**Run 1: where the registers sit**

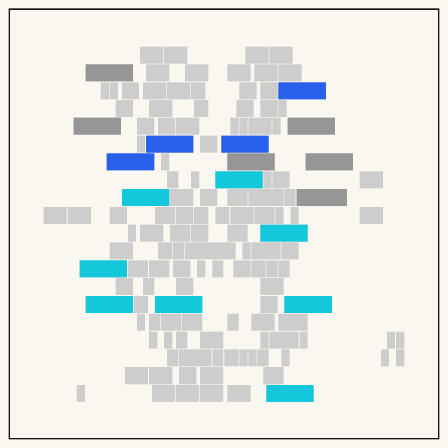
**Run 1: I/O pins on the die edge**

Pins as bars across the die edge, other pins in grey.
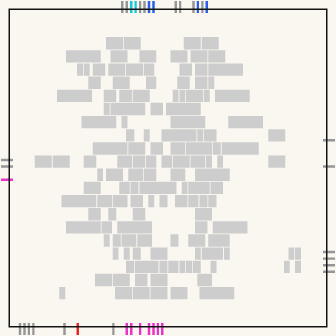
**Run 1: the clock network**

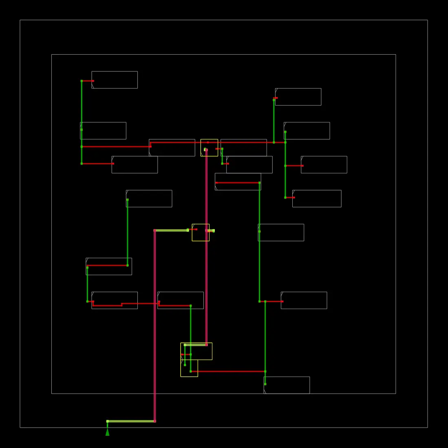
File: src/rtl/jk_seq_ctrl.sv
// Command-driven j/k sequencer for a bank of WIDTH JK flops.
// Define JK_SEQ_CHECK_EN to add the CHECK state, readback compare, err and q_snap.
module jk_seq_ctrl #(
    parameter int WIDTH = 4,
    parameter int CNT_W = 8
) (
    input  logic             clk,
    input  logic             rst,
    input  logic             cmd_valid,
    output logic             cmd_ready,
    input  logic [1:0]       cmd_op,
    input  logic [WIDTH-1:0] cmd_mask,
    input  logic [CNT_W-1:0] cmd_count,
    output logic [WIDTH-1:0] j,
    output logic [WIDTH-1:0] k,
    input  logic [WIDTH-1:0] q,
    output logic             busy,
    output logic             done,
    output logic             err,
    output logic [WIDTH-1:0] q_snap
);

    typedef enum logic [1:0] {
        IDLE  = 2'd0,
        APPLY = 2'd1,
        CHECK = 2'd2
    } state_t;

    state_t           state, state_n;
    logic [CNT_W-1:0] cnt, cnt_n;
    logic [CNT_W-1:0] eff_count;
    logic [WIDTH-1:0] j_n, k_n;
    logic             done_n;
    logic             accept;

    assign cmd_ready = (state == IDLE);
    assign busy      = (state != IDLE);
    assign accept    = cmd_valid && cmd_ready;
    assign eff_count = (cmd_count == '0) ? CNT_W'(1) : cmd_count;

    // The j/k registers themselves hold the latched op/mask for the whole apply window.
    always_comb begin
        state_n = state;
        cnt_n   = cnt;
        j_n     = j;
        k_n     = k;
        done_n  = 1'b0;
        case (state)
            IDLE: begin
                j_n = '0;
                k_n = '0;
                if (accept) begin
                    state_n = APPLY;
                    cnt_n   = eff_count;
                    case (cmd_op)
                        2'b01: j_n = cmd_mask;
                        2'b10: k_n = cmd_mask;
                        2'b11: begin
                            j_n = cmd_mask;
                            k_n = cmd_mask;
                        end
                        default: ;
                    endcase
                end
            end
            APPLY: begin
                if (cnt == CNT_W'(1)) begin
                    j_n = '0;
                    k_n = '0;
`ifdef JK_SEQ_CHECK_EN
                    state_n = CHECK;
`else
                    state_n = IDLE;
                    done_n  = 1'b1;
`endif
                end else begin
                    cnt_n = cnt - CNT_W'(1);
                end
            end
`ifdef JK_SEQ_CHECK_EN
            CHECK: begin
                state_n = IDLE;
                done_n  = 1'b1;
            end
`endif
            default: begin
                state_n = IDLE;
                j_n     = '0;
                k_n     = '0;
            end
        endcase
    end

    always_ff @(posedge clk) begin
        if (rst) begin
            state <= IDLE;
            cnt   <= '0;
            j     <= '0;
            k     <= '0;
            done  <= 1'b0;
        end else begin
            state <= state_n;
            cnt   <= cnt_n;
            j     <= j_n;
            k     <= k_n;
            done  <= done_n;
        end
    end

`ifdef JK_SEQ_CHECK_EN
    logic [WIDTH-1:0] exp_q, exp_n;
    logic [WIDTH-1:0] snap_q, snap_n;
    logic             err_q, err_n;

    // Toggle parity uses the effective count, so a zero count flips once.
    always_comb begin
        exp_n  = exp_q;
        snap_n = snap_q;
        err_n  = 1'b0;
        if (accept) begin
            case (cmd_op)
                2'b01:   exp_n = q | cmd_mask;
                2'b10:   exp_n = q & ~cmd_mask;
                2'b11:   exp_n = q ^ (eff_count[0] ? cmd_mask : '0);
                default: exp_n = q;
            endcase
        end
        if (state == CHECK) begin
            err_n  = (q != exp_q);
            snap_n = q;
        end
    end

    always_ff @(posedge clk) begin
        if (rst) begin
            exp_q  <= '0;
            snap_q <= '0;
            err_q  <= 1'b0;
        end else begin
            exp_q  <= exp_n;
            snap_q <= snap_n;
            err_q  <= err_n;
        end
    end

    assign err    = err_q;
    assign q_snap = snap_q;
`else
    logic unused_q;

    assign unused_q = ^q;
    assign err      = 1'b0;
    assign q_snap   = '0;
`endif

endmodule

File: config.mk
export PLATFORM = sky130hd
export DESIGN_NAME = jk_seq_ctrl
export DESIGN_NICKNAME = d
export VERILOG_FILES = /design/src/rtl/jk_seq_ctrl.sv
export SDC_FILE = /design/constraint.sdc
export NUM_CORES = 1
export LEC_CHECK = 0
export CAP_MARGIN = 20
export CORE_MARGIN = 5
export CORE_UTILIZATION = 30
export DETAILED_ROUTE_END_ITERATION = 8
export GPL_TIMING_DRIVEN = 1
export PLACE_DENSITY = 0.64
export SYNTH_ARGS = -nofsm -noshare
export SYNTH_HDL_FRONTEND = slang
export SYNTH_SLANG_ARGS = --single-unit
File: constraint.sdc
create_clock -name clk -period 1.8 [get_ports clk]
set_input_delay 0.18 -clock clk [delete_from_list [all_inputs] [get_ports clk]]
set_output_delay 0.18 -clock clk [all_outputs]
set_load 0.005 [all_outputs]
==> summary.txt, run 1 <==
impl run done, here's what came out: OpenROAD warnings 31, first-pass GRT wire length 3880 um, Gate Count Post-Synth 103, synth warn 0, clock skew 0.0112 ns, clock root cell clkbuf_4, CP max-delay cell clkdlybuf4s50_1, Die H 65.4 um, Antenna Violating Nets Remaining 0, Crit. End Element output pin, via/cell ratio 5.17, Final Wtd Congestion 0.774, crit-path cells clkinv_1 -> buf_4 -> clkdlybuf4s50_1, starting density of the core 0.306, Inst Count DP 165, Final period util 0.935, final wirelength 2290 um, outcome complete, no violations, Max FO, Critical Path 8, Wirelength per Cell 13.6 um, Synth Area in Simple Gates 0.223, Reg2Reg Depth 5
-- 'where the registers sit' (at the start) --
[blue] `j` | placed flops: 4
[cyan] `cnt` | placed flops: 8
not coloured: 6

-- 'I/O pins on the die edge' (at the start) --
[blue] `j` | pins: 4 | direction: output | edge: top
[red] `clk` | pins: 1 | direction: input | edge: bottom
[cyan] `cmd_op` | pins: 2 | direction: input | edge: top
[magenta] `cmd_count` | pins: 8 | direction: input | edge: 7 bottom, 1 left
all pins by edge: 14 bottom, 14 top, 6 right, 3 left

-- 'the clock network' (at the start) --
Late-Pin Clk Latency: 0.30 ns
Seq Cell Count: 18
Num CTS Buffers: 3
clock buffers: 4

==> run 1: registers in the layout (all words and copies together), names as in the netlist <==
register	flops
j	4
done	1
k	4
state	1
cnt	8
==> run 1: area by class of cell <==
class / count / area [sq um]
Fill cell: 294 / 1730
Multi-Input combinational cell: 76 / 499
Sequential cell: 18 / 362
Timing Repair Buffer: 34 / 323
Tap cell: 33 / 41.3
Clock buffer: 4 / 36.3
Inverter: 4 / 15.0
==> run 1: worst min path at each step <==
stage | from | to | slack, ns | depth (start not counted)
floorplan | cmd_mask[0] | j[0] | 0.33 | 2
global placement | k[2] | k[2] | 0.50 | 2
detailed placement | k[0] | k[0] | 0.50 | 2
CTS | cmd_count[2] | cnt[2] | 0.51 | 3
global route | cmd_mask[3] | j[3] | 0.55 | 3
finish | k[2] | k[2] | 0.53 | 2
==> run 1: cell usage in the layout, fill, tap and decap left out, types with 2 or more instances in the layout <==
cell,instances
nor3_1,5
a32o_1,3
nand2_1,5
nor2_1,14
a21oi_1,4
and2_1,2
clkdlybuf4s50_1,27
a22oi_1,8
mux2i_1,2
o21ai_0,2
xnor2_1,3
ha_1,2
nand3_1,2
dfxtp_1,17
clkbuf_4,3
a22o_1,2
conb_1,5
inv_1,3
buf_4,7
==> run 1: per-layer routing <==
layer,global-route usage,wire [um]
met1,0.141,973
met2,0.198,1170
met3,0.0188,88
met4,0.0699,61
met5,0,0
==> run 1: timing repair <==
| action | 4_1_cts | 5_1_grt |
|---|---|---|
| setup endpoints to repair | 1 | 0 |
| buffers inserted | 0 | 0 |
| resized | 1 | 0 |
==> run 1: power by group through the flow <==
stage	registers, uW	logic [uW]	clock network [uW]
finish	475	276	258
global route	481	307	286
CTS	474	276	269
detailed placement	483	272	0
global placement	482	268	0
floorplan	474	180	0
==> run 2, diff against run 1 <==
MAX_ROUTING_LAYER = met4   (was not set)
**Run 2: where the registers sit**

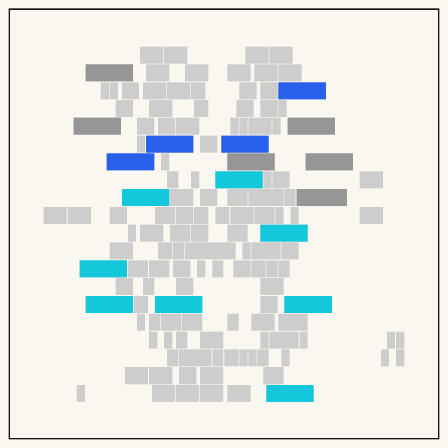
[blue] `j` | placed flops: 4
[cyan] `cnt` | placed flops: 8

==> run 2 against run 1 <==
  * Register-to-register slack hardly changed
  * Clock-buffer cell count stayed put
  * Sequential power hardly changed
  * Clock skew hardly changed
  * Routed wire length is 0.17% lower
  * Critical endpoint unchanged
==> summary.txt, run 2 <==
impl run done, here's what came out: met1 usage in global routing 0.143 (was 0.141), Top Usage Layer GRT met2 (unchanged), clock root cell clkbuf_4 (unchanged), Final Wtd Congestion 0.784 (was 0.774), WL met3 69 um (was 88 um), Late-Pin Clk Latency 0.31 ns (was 0.30 ns), Final period util 0.934 (was 0.935), starting density of the core 0.306 (unchanged), Die H 65.4 um (unchanged), Highest Signal Layer met4 (unchanged), first-pass GRT wire length 3870 um (was 3880 um), Gate Count Post-Synth 103 (unchanged), Max FO, Critical Path 8 (unchanged), Top cell excl fill/tap clkdlybuf4s50_1 (unchanged), PostCTS Resize Cnt 1 (unchanged), Num CTS Buffers 3 (unchanged), hold path start k[2] (unchanged), crit-path cells clkinv_1 -> buf_4 -> clkdlybuf4s50_1 (unchanged), Wirelength per Cell 13.5 um (was 13.6 um), outcome complete, no violations (unchanged), Largest regs cnt (8), j (4), k (4) (unchanged), synth warn 0 (unchanged), hold path cells 2 (unchanged), most flop-heavy register cnt (unchanged), max reg flops 8 (unchanged), via/cell ratio 5.18 (was 5.17), Hold Crit Endpoint k[2] (unchanged), OpenROAD warnings 31 (unchanged)
run 2: per-stage QoR:
stage	instances	total power [uW]	cell area (sq um)	worst slack (ns)	utilization
global placement	165	750	1240	0.259	0.413
global route	169	1070	1280	0.0266	0.425
detailed placement	165	756	1240	0.233	0.413
floorplan	107	654	935	0.287	-
CTS	169	1020	1280	0.108	0.425
finish	169	1010	1280	0.118	0.425
run 2: area by class of cell:
cell class / instances / area [sq um] / share of cell area
clock buffers: 4 / 36.3 / 0.0284
inverters: 4 / 15.0 / 0.0118
multi-input cells: 76 / 499 / 0.391
flip-flops and latches: 18 / 362 / 0.283
well taps: 33 / 41.3 / 0.0324
repair buffers: 34 / 323 / 0.253
run 2: worst min-delay path: cells and delay by family (launching register included):
family | cells | cell delay (ns)
AND/OR/NAND/NOR | 1 | 0.08
flip-flops | 1 | 0.34
AND-OR/OR-AND | 1 | 0.08
run 2: logic make-up (layout without fill, tap and decap cells):
family          Yosys count  after routing  synth area share
simple gates             38             38             0.223
mux                       2              2            0.0218
compound gates           25             25             0.212
other cells               1              5           0.00408
fa+ha+maj                 2              2            0.0272
xor+xnor                  4              4            0.0381
flops                    18             18             0.392
buf+inv                  13             42            0.0816
run 2: report_power, final:
| part | internal, uW | leakage, uW | total [uW] | switching, uW |
|---|---|---|---|---|
| sequential | 431 | 0.000148 | 475 | 43.4 |
| combinational | 149 | 0.000317 | 276 | 127 |
| clock | 123 | 0.0000210 | 259 | 135 |
run 2: how the worst max path moves through the flow:
stage / to / slack [ns] / cells past startpoint
after floorplan: cnt[5] / 0.29 / 6
after global placement: cnt[2] / 0.26 / 5
after detailed placement: cnt[2] / 0.23 / 6
after CTS: cmd_ready / 0.11 / 3
after global routing: cmd_ready / 0.03 / 3
final: cmd_ready / 0.12 / 3
Power figures rest on the tool's default switching activity, not on a simulated workload.
